**src/rtl/dtree_pkg.sv**
```systemverilog
// dtree_pkg: shared types, constants and node table
// for the decision-tree sequencer.
package dtree_pkg;

    localparam int N_FEAT = 16;
    localparam int FEAT_W = 8;
    localparam int CLASS_W = 4;
    localparam logic [CLASS_W-1:0] ERR_CLASS = 4'hF;
    localparam int IDX_W = 8;
    localparam int TBL_N = 64;

    typedef struct packed {
        logic               is_leaf;
        logic [3:0]         fidx;
        logic [FEAT_W-1:0]  thr;
        logic [IDX_W-1:0]   left;
        logic [IDX_W-1:0]   right;
        logic [CLASS_W-1:0] cls;
    } node_t;

    typedef node_t [TBL_N-1:0] node_tbl_t;

    typedef enum logic [1:0] {
        LOAD = 2'd0,
        WALK = 2'd1,
        DONE = 2'd2
    } state_t;

    function automatic node_t mk_node(
        input logic [3:0]        fidx,
        input logic [FEAT_W-1:0] thr,
        input logic [IDX_W-1:0]  l,
        input logic [IDX_W-1:0]  r
    );
        node_t n;
        n = '0;
        n.fidx = fidx;
        n.thr = thr;
        n.left = l;
        n.right = r;
        return n;
    endfunction

    function automatic node_t mk_leaf(input logic [CLASS_W-1:0] c);
        node_t n;
        n = '0;
        n.is_leaf = 1'b1;
        n.cls = c;
        return n;
    endfunction

    function automatic node_tbl_t mk_table();
        node_tbl_t t;
        for (int i = 0; i < TBL_N; i++) begin
            t[i] = mk_leaf('0);
        end
        t[0] = mk_node(4'd7, 8'h0F, 8'd1, 8'd2);
        t[1] = mk_leaf(4'd3);
        t[2] = mk_node(4'd15, 8'h7F, 8'd3, 8'd4);
        t[3] = mk_leaf(4'd5);
        t[4] = mk_leaf(4'd9);
        return t;
    endfunction

    localparam node_tbl_t NODE_TABLE = mk_table();

    // Constant-index mux keeps the lookup free of index-width games.
    function automatic node_t tbl_get(input node_tbl_t t, input int idx);
        node_t r;
        r = mk_leaf(ERR_CLASS);
        for (int i = 0; i < TBL_N; i++) begin
            if (i == idx) r = t[i];
        end
        return r;
    endfunction

endpackage

```
**src/rtl/dtree_node_eval.sv**
```systemverilog
// dtree_node_eval: one shared unsigned comparator
// picking the child of the current node.
module dtree_node_eval
    import dtree_pkg::*;
(
    input  node_t                          nd,
    input  logic [N_FEAT-1:0][FEAT_W-1:0]  feat,
    output logic [IDX_W-1:0]               nxt,
    output logic                           leaf,
    output logic [CLASS_W-1:0]             cls
);

    // Inclusive compare: equality goes left.
    always_comb begin
        leaf = nd.is_leaf;
        cls = nd.cls;
        nxt = (feat[nd.fidx] <= nd.thr) ? nd.left : nd.right;
    end

endmodule

```
**src/rtl/dtree_seq_ctrl.sv**
```systemverilog
// dtree_seq_ctrl: loads 16 feature beats, walks the
// node table one node per cycle, returns a class.
module dtree_seq_ctrl
    import dtree_pkg::*;
#(
    parameter int        N_NODES  = 64,
    parameter int        MAX_WALK = 32,
    parameter node_tbl_t TABLE    = NODE_TABLE
)(
    input  logic                clk,
    input  logic                rst,
    input  logic [FEAT_W-1:0]   in_feat,
    input  logic                in_valid,
    output logic                in_ready,
    output logic [CLASS_W-1:0]  out_class,
    output logic                out_err,
    output logic                out_valid,
    input  logic                out_ready
);

    localparam int NODE_W = (N_NODES > 1) ? $clog2(N_NODES) : 1;
    localparam int LIM = (N_NODES < TBL_N) ? N_NODES : TBL_N;
    localparam int WC_W = $clog2(MAX_WALK + 1);

    state_t                         state;
    state_t                         state_n;
    logic [3:0]                     beat_cnt;
    logic [WC_W-1:0]                walk_cnt;
    logic [NODE_W-1:0]              node;
    logic [N_FEAT-1:0][FEAT_W-1:0]  feat;
    node_t                          cur;
    logic [IDX_W-1:0]               nxt;
    logic                           ev_leaf;
    logic [CLASS_W-1:0]             ev_cls;
    logic [CLASS_W-1:0]             cls_n;
    logic                           err_n;
    logic                           xfer;

    assign in_ready = (state == LOAD);
    assign out_valid = (state == DONE);
    assign xfer = in_valid && in_ready;
    assign cur = tbl_get(TABLE, int'(node));

    dtree_node_eval u_eval (
        .nd   (cur),
        .feat (feat),
        .nxt  (nxt),
        .leaf (ev_leaf),
        .cls  (ev_cls)
    );

    // State register.
    always_ff @(posedge clk) begin
        if (rst) state <= LOAD;
        else     state <= state_n;
    end

    // Next state and result selection.
    always_comb begin
        state_n = state;
        cls_n = out_class;
        err_n = out_err;
        unique case (state)
            LOAD: begin
                if (xfer && beat_cnt == 4'hF) state_n = WALK;
            end
            WALK: begin
                if (ev_leaf) begin
                    cls_n = ev_cls;
                    err_n = 1'b0;
                    state_n = DONE;
                end else if (int'(nxt) >= LIM ||
                             walk_cnt == WC_W'(MAX_WALK - 1)) begin
                    cls_n = ERR_CLASS;
                    err_n = 1'b1;
                    state_n = DONE;
                end
            end
            DONE: begin
                if (out_ready) state_n = LOAD;
            end
            default: state_n = LOAD;
        endcase
    end

    // Feature file; deliberately not reset.
    always_ff @(posedge clk) begin
        if (xfer && !rst) feat[beat_cnt] <= in_feat;
    end

    // Counters, node pointer and result registers.
    always_ff @(posedge clk) begin
        if (rst) begin
            beat_cnt <= '0;
            walk_cnt <= '0;
            node <= '0;
            out_class <= '0;
            out_err <= 1'b0;
        end else begin
            if (xfer) beat_cnt <= beat_cnt + 4'd1;
            if (state == WALK) begin
                walk_cnt <= walk_cnt + WC_W'(1);
                node <= NODE_W'(nxt);
            end else begin
                walk_cnt <= '0;
                node <= '0;
            end
            out_class <= cls_n;
            out_err <= err_n;
        end
    end

endmodule

```
**config.mk**
```make
export PLATFORM = sky130hd
export DESIGN_NAME = dtree_seq_ctrl
export DESIGN_NICKNAME = d
export VERILOG_FILES = /design/src/rtl/dtree_pkg.sv /design/src/rtl/dtree_node_eval.sv /design/src/rtl/dtree_seq_ctrl.sv
export SDC_FILE = /design/constraint.sdc
export NUM_CORES = 1
export LEC_CHECK = 0
export ABC_AREA = 1
export CAP_MARGIN = 20
export CORE_ASPECT_RATIO = 1.75
export CORE_MARGIN = 2
export CORE_UTILIZATION = 55
export DETAILED_ROUTE_END_ITERATION = 16
export PLACE_DENSITY = 0.77
export SYNTH_ARGS = -nofsm -noshare
export SYNTH_HDL_FRONTEND = slang
export SYNTH_SLANG_ARGS = --single-unit
```
**constraint.sdc**
```tcl
create_clock -name clk -period 6.3 [get_ports clk]
set_clock_uncertainty 0.15 [all_clocks]
set_input_delay 1.26 -clock clk [delete_from_list [all_inputs] [get_ports clk]]
set_output_delay 1.26 -clock clk [all_outputs]
set_load 0.005 [all_outputs]
```
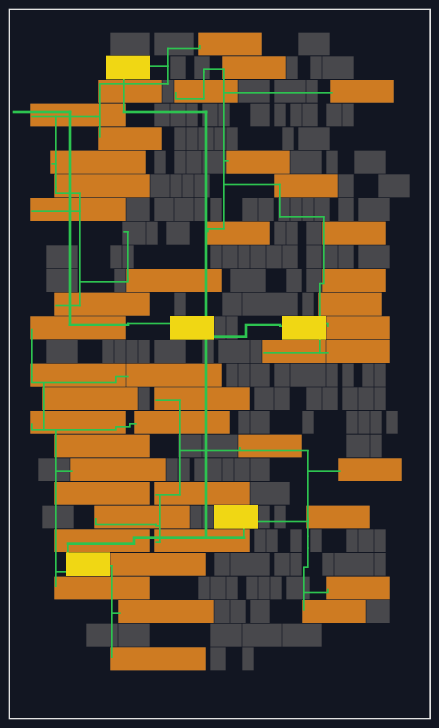
Figure 1: run 1, routed clock nets over the placement.
[flip-flops] orange | count: 44
[cells driving clock nets] yellow | count: 5
[clock wires] green | length: 462 um
routed clock nets	6
flops lie	all over the die

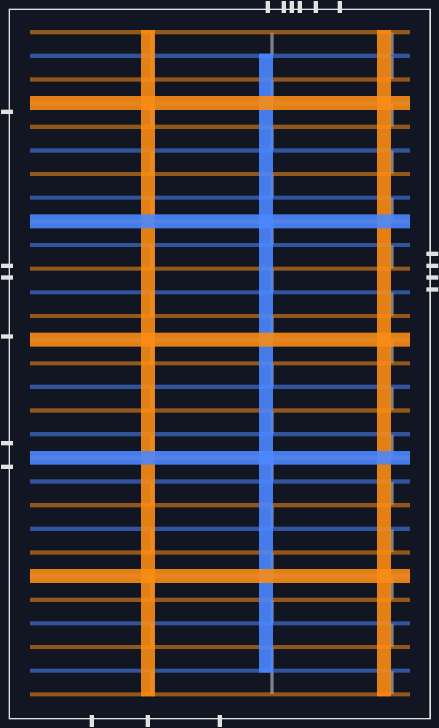
Figure 2: run 1, power grid.
Pins as bars on the die edge. Tap cells in grey.
net	colour
VDD	blue
VSS	orange
tap cells	45
signal pins	19

==> out/notes.md, run 1 <==
Of the total synthesized cell area, the portion taken by full adders, half adders and majority gates is 4.65%. The number of warnings in the stage logs was 27. TritonCTS built the clock tree. The number of inserted filler cells in the final layout was 251. Synthesis inferred 44 register bits.

Internal power summed over all cells: 391 uW. In the Yosys report, the sequential cells make up 59.5% of the chip area. In the finished design, the share of the clock period the worst path needs comes to 45.6%. The share of final-layout standard cells stronger than drive strength 1 works out to 10.1%. The script computed the net switching share of total power as 21.3%. The tools report the net total in the final layout as 235.

The run gives 15 for the pin count of the biggest net entering global routing. The final cell count without fillers is 262. The worst setup path is captured at a flop. The fraction of area in multi-input gates was 28.4%. After detailed routing, the average wire length per cell comes to 12.6 um.

STA puts the critical path data required time at 6090 ps. Per the finish-stage timing summary, setup violations number 0. STA shows the worst reg2reg path with a cell count of 12. The worst setup slack before clock tree synthesis was 3080 ps.

The run reported a max-capacitance violation count of 0. The total overflow left after global routing is 0. Data arrives at the worst endpoint at 2660 ps. With the number of inverters outside the clock class in the layout at 31, the multiplexer fraction of the synthesized cell area is 0%. Setup repair after global routing left no endpoint under its margin. The cell type group with the largest total delay on the critical path is simple AND/OR/NAND/NOR gates. In this run, the number of DRC markers left after iteration 0 of detailed routing was 22. The final count of pins violating max slew came out at 0.

The setup path with the least slack is of type in -> reg. For this configuration, the core starts out at a cell density of 56.6%. The number of gates resized after CTS was 0.

The tally of nets with antenna violations remaining after routing was 0. Counting tap cells, the placed design contains a total of 254 instances. The run gives 628 um2 for the area of the multi-input gates. The run gives 19 for the number of primary I/O pins.

For the register-to-register setup slack, the log shows 3980 ps. Hold repair after CTS inserted 0 buffers. The run gives 1880 um2 for the Yosys chip area. The sum of net half-perimeters after detailed placement came out at 2540 um.

Per STA, the startpoint of the critical path is in_valid. The run finished with clean final reports. The run gives 9.87 um2 for the synthesized area per cell. The number of cells on the critical path is 5, and the layout overhead on the synthesized area is 17.2%. The synth_stat.txt file lists the number of cells as 191.

The logs give 5250 um for the wire length of the first global-routing pass and 1228 for the via count of the first global-routing pass.
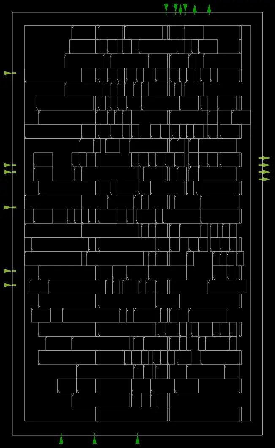
Figure 3: run 1, placed standard cells.
number of sequential cells in the layout: 44
well-tap cell count: 45
area of the core: 3330 um2
sequential portion of the cell area: 50.8%

## run 1: per-stage QoR
stage               power, mW  area, um2
floorplan               0.321       1880
detailed placement      0.333       2120
global placement        0.331       2120
CTS                     0.502       2210
global route            0.517       2210
finish                  0.497       2210
## run 1: routing by layer
layer  global-route usage [%]  part of all wire [%]  wire length, um
met4                     11.4                   3.3              110
met2                     31.3                    55             1830
met1                     21.7                    38             1270
met3                     5.71                   3.0              101
met5                        0                     0                0
## run 1: cells in the mapped netlist, drive strengths merged
cell / instances / area (um2)
dfxtp: 20 / 400
buf: 1 / 11.3
nor3b: 2 / 15.0
clkinv: 1 / 5.00
o21ai: 4 / 20.0
o21a: 1 / 7.51
nor3: 15 / 75.1
nand3: 8 / 62.6
inv: 30 / 115
ha: 7 / 87.6
a31oi: 1 / 6.26
a221oi: 1 / 8.76
clkbuf: 1 / 3.75
nor4: 2 / 12.5
nand4: 2 / 12.5
o21bai: 1 / 7.51
a21oi: 14 / 70.1
nand2: 25 / 109
edfxtp: 24 / 721
nor2: 31 / 134
## run 1: power by group through the flow
stage | Combinational [mW] | Sequential (mW) | Clock [mW]
2_1_floorplan | 0.00696 | 0.314 | 0
3_3_place_gp | 0.0171 | 0.314 | 0
3_5_place_dp | 0.0180 | 0.315 | 0
4_1_cts | 0.0182 | 0.308 | 0.176
5_1_grt | 0.0201 | 0.308 | 0.189
6_report | 0.0180 | 0.308 | 0.171
## run 1: registers in the layout (all words and copies together) (netlist names)
register	count
feat	24
walk_cnt	6
beat_cnt	4
out_class	4
node	3
state	2
out_err	1
## run 1: kinds of logic after synthesis
group	count (synthesis)
buffers and inverters	33
and+or+nand+nor	85
adders and majority gates	7
DFF	44
AOI/OAI and AO/OA	22
## Run 2: what changed since run 1
Clock period 6.3 ns to 2.85 ns, I/O delays scaled along.
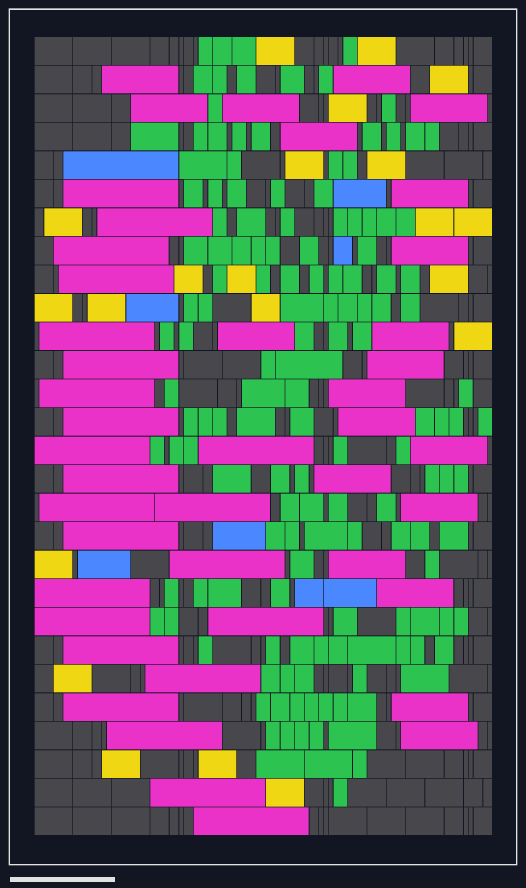
Figure 4: run 2, cell classes on the final placement.
The bar under the picture is 10 um long. Fill, decap, tap and diode cells in grey.
class	colour	cells
other buffers and delay cells	yellow	21
all other logic	green	145
flip-flops	magenta	44
clock drivers and dummy loads	blue	8

==> run 2 against run 1 <==
  * Sequential share of layout area fell by 0.71 points
  * Synthesized cell count stayed put
  * Wire length grew 7.3%
  * Combinational power grew 120%
==> out/notes.md, run 2 <==
Adder and majority cell fraction of the synthesized area: 4.65% (unchanged). Register containing the most flip-flops in the final layout: feat (unchanged). The floorplan core area is 3330 um2 (unchanged), and the number of primary I/O pins is 19 (unchanged). With the critical path arrival at 2400 ps (was 2660 ps), the violation count after the first detailed-routing iteration is 23 (was 22). The flip-flop count of the largest register after layout was 24 (unchanged). TritonCTS built the clock tree. With the net total in the final layout at 236 (was 235), the overall overflow remaining after global route is 0 (unchanged).

The share of final-layout standard cells stronger than drive strength 1 was 11.0% (was 10.1%); the tally of nets with antenna violations remaining after routing was 0 (unchanged). The register-to-register setup slack came out at 530 ps (was 3980 ps). The number of gates resized after cts is 0 (unchanged).

The run gives 1.18 mW (was 497 uW) as the post-layout total power. The path depth of the worst reg2reg path came out at 12 (unchanged). The number of warnings in the stage logs is 27 (unchanged), and the number of inserted filler cells in the final layout is 276 (was 251).

The run finished with clean final reports. The dominant register cell in the synthesized netlist was edfxtp_1 (unchanged). For the number of setup violations in the final report, the log shows 0 (unchanged). The share of flip-flops with an asynchronous set or reset after synthesis was 0% (unchanged). The tools report the placed cell area as 2130 um2 (was 2120 um2). The class of the most critical setup path was reg -> reg (was in -> reg).

Registers with the highest flip-flop counts: feat: 24 flops, walk_cnt: 6 flops (unchanged). The tools report the sum of net half-perimeters after detailed placement as 2710 um (was 2540 um). The final period utilization was 81.2%; the count of maximum capacitance violations was 0 (unchanged). Setup repair after global routing left no endpoint under its margin. The total of flip-flops plus latches after synthesis is 44 (unchanged), and the fraction of post-synthesis cell area in the top cell type by area is 38.2% (unchanged). Fraction of the yosys area taken by sequential cells: 59.5% (unchanged).

The post-route cell area came out at 2240 um2 (was 2210 um2). The tools report the worst setup path startpoint as node[2]$_SDFF_PP0_ (was in_valid). Layout overhead on the synthesized area: 18.9% (was 17.2%). The cell type group with the largest total delay on the critical path is simple AND/OR/NAND/NOR gates (unchanged). The via count of the first global-routing pass is 1341 (was 1228). The run gives 9.87 um2 (unchanged) for the synthesized area per cell. The run gives 5730 um (was 5250 um) as the wire length of the first global-routing pass.

Main area contributors after synthesis: edfxtp_1 (38%), dfxtp_1 (21%), inv_1 (5.6%), nor2_1 (5.6%), ha_1 (4.6%) (unchanged). The average wire length per cell after detail routing came out at 13.5 um (was 12.6 um). Cell types with the highest counts after synthesis: inv_1 (28), nor2_1 (28), edfxtp_1 (24), nand2_1 (21), dfxtp_1 (20) (unchanged). The number of synthesized flops with an enable pin was 24 (unchanged). The final cell count without fillers was 263 (was 262); the worst setup slack before clock tree synthesis was 556 ps (was 3080 ps). For the total placed cells including tap cells, the log shows 255 (was 254). Yosys chip area: 1880 um2 (unchanged). The cell taking the most area after synthesis is edfxtp_1 (unchanged).

The number of cells on the critical path is 12 (was 5).
-- run 2: cell types whose count changed in the layout (fill, tap and decap cells not counted), sizes merged --
cell	before	now
buf	2	3
bufinv	0	1
clkinv	2	1
-- run 2: worst min path at each step --
stage	from	end	slack, ps
6_report	walk_cnt[0]$_SDFF_PP0_	walk_cnt[0]$_SDFF_PP0_	300
4_1_cts	out_class[0]$_SDFFE_PP0P_	out_class[0]$_SDFFE_PP0P_	310
3_5_place_dp	out_class[0]$_SDFFE_PP0P_	out_class[0]$_SDFFE_PP0P_	290
5_1_grt	walk_cnt[0]$_SDFF_PP0_	walk_cnt[0]$_SDFF_PP0_	330
3_3_place_gp	walk_cnt[0]$_SDFF_PP0_	walk_cnt[0]$_SDFF_PP0_	280
2_1_floorplan	walk_cnt[0]$_SDFF_PP0_	walk_cnt[0]$_SDFF_PP0_	270
-- run 2: power by group --
part / switching (mW) / total (mW) / internal, mW / leakage (nW)
registers: 0.00435 / 0.680 / 0.676 / 0.379
clock network: 0.203 / 0.462 / 0.258 / 0.0503
logic: 0.0196 / 0.0395 / 0.0199 / 0.435
total: 0.227 / 1.18 / 0.954 / 0.865
-- run 2: layout make-up --
cell class                 count  area (um2)  area share (%)
tap                           45        56.3            2.51
clock inverter                 3        42.5            1.90
sequential                    44        1120            50.1
timing repair buffer          21         203            9.05
inverter                      31         120            5.36
multi-input combinational    114         628            28.0
clock buffer                   5        68.8            3.07
-- run 2: layer usage --
metal  vias up  GRT usage (%)  routed length [um]
li1        692              -                   -
met1       655           21.7                1330
met2        25           36.4                2030
met3         7           6.15                 104
met4         0           11.6                  89
met5         -              0                   0
## Run 3: what changed since run 2
Clock period 2.85 ns to 2.2 ns, I/O delays scaled along.
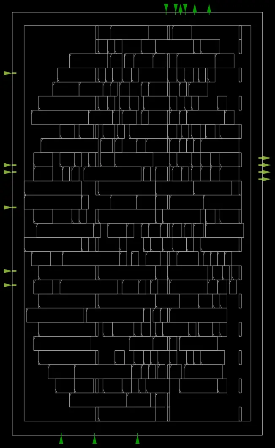
Figure 5: run 3, placed standard cells.
Std-Cell Rows: 28
fill count: 256
final std cells w/o fill: 267

==> run 3 against run 2 <==
  * Clock power is 29% higher
  * Critical endpoint unchanged
  * Sequential share of layout area is 0.63 points lower
  * Highest routed layer unchanged
  * Area after synthesis stayed put
  * Setup slack worse by 320 ps
  * Combinational power is 32% higher
  * Wire length is 6.8% lower
==> out/notes.md, run 3 <==
The flow ran to the end, and the final reports show no timing, DRC or antenna violations. Registers with the highest flip-flop counts: feat: 24 flops, walk_cnt: 6 flops (unchanged). The number of setup violations in the final report is 0 (unchanged), and the initial standard-cell utilization of the core is 56.6% (unchanged). The post-layout total power was 1.53 mW (was 1.18 mW). Violation count after the first detailed-routing iteration: 12 (was 23). The path depth of the worst reg2reg path was 12 (unchanged). The cell taking the most area after synthesis is edfxtp_1 (unchanged). Cell types with the highest counts after synthesis: inv_1 (28), nor2_1 (28), edfxtp_1 (24), nand2_1 (21), dfxtp_1 (20) (unchanged).

The layout overhead on the synthesized area is 20.5% (was 18.9%). Wire length of the first global-routing pass: 5490 um (was 5730 um). The run gives 3330 um2 (unchanged) for the floorplan core area. With the fraction of post-synthesis cell area in the top cell type by area at 38.2% (unchanged), the overall overflow remaining after global route is 0 (unchanged).

With the tally of nets with antenna violations remaining after routing at 0 (unchanged), the number of gates resized after cts is 0 (unchanged). The run gives 2160 um2 (was 2130 um2) for the placed cell area. Setup repair after global routing left no endpoint under its margin. Critical path arrival: 2040 ps (was 2400 ps). The tools report the number of cell instances after yosys synthesis as 191 (unchanged).

Register containing the most flip-flops in the final layout: feat (unchanged). The adder and majority cell fraction of the synthesized area is 4.65% (unchanged), and the final period utilization is 90.2% (was 81.2%). The share of final-layout standard cells stronger than drive strength 1 is 13.1% (was 11.0%), and the number of synthesized flops with an enable pin is 24 (unchanged).

TritonCTS built the clock tree. For the via count of the first global-routing pass, the log shows 1334 (was 1341). Pin count of the biggest net entering global routing: 15 (unchanged). The run gives 2270 um2 (was 2240 um2) as the post-route cell area.

The dominant register cell in the synthesized netlist is edfxtp_1 (unchanged). The average wire length per cell after detail routing was 12.4 um (was 13.5 um). The tools report the Yosys chip area as 1880 um2 (unchanged).

The endpoint type of the worst setup path is a flop (unchanged). With the final count of pins violating max slew at 0 (unchanged), the multiplexer fraction of the synthesized cell area is 0% (unchanged). The flip-flop count of the largest register after layout was 24 (unchanged). Main area contributors after synthesis: edfxtp_1 (38%), dfxtp_1 (21%), inv_1 (5.6%), nor2_1 (5.6%), ha_1 (4.6%) (unchanged).
run 3: cell counts after synthesis:
No cell type changed its count.
run 3: worst paths after layout:
check / startpoint / endpoint / slack (ps)
setup / recovery: node[0]$_SDFF_PP0_ / node[1]$_SDFF_PP0_ / 210
hold / removal: out_class[0]$_SDFFE_PP0P_ / out_class[0]$_SDFFE_PP0P_ / 300
setup reg to reg: node[0]$_SDFF_PP0_ / node[1]$_SDFF_PP0_ / 210
hold reg to reg: out_class[0]$_SDFFE_PP0P_ / out_class[0]$_SDFFE_PP0P_ / 300
run 3: area by class of cell:
| class | count | area, um2 | share of cell area (%) |
|---|---|---|---|
| multi-input combinational | 114 | 628 | 27.7 |
| sequential | 44 | 1120 | 49.4 |
| clock buffer | 5 | 68.8 | 3.03 |
| clock inverter | 3 | 42.5 | 1.87 |
| tap | 45 | 56.3 | 2.48 |
| inverter | 31 | 120 | 5.29 |
| timing repair buffer | 25 | 233 | 10.2 |
run 3: where the power goes:
group	leakage [nW]	total (mW)	internal [mW]	switching [mW]
registers	0.379	0.881	0.876	0.00556
clock network	0.0503	0.597	0.334	0.263
logic	0.457	0.0522	0.0268	0.0254
total	0.886	1.53	1.24	0.294
run 3: metrics by stage:
stage                     instances  worst slack (ps)  util, %
after floorplan                 191               103        -
after global placement          259               166     64.8
after detailed placement        259               154     64.8
after CTS                       267               143     68.2
after global routing            267              27.6     68.2
final                           267               215     68.2
run 3: per-layer routing:
| layer | share of wire, % | GRT usage [%] |
|---|---|---|
| met5 | 0 | 0 |
| met4 | 3.4 | 11.6 |
| met3 | 3.4 | 4.84 |
| met2 | 55 | 33.8 |
| met1 | 38 | 21.2 |
run 3: worst max-delay path: cells and delay by family, from the launching register on:
kind	cells	cell delay [ps]
buf+inv	1	40
flops	1	350
fa+ha+maj	1	280
simple gates	10	1080
No activity file was given, so power comes from the tool's default toggle rates.
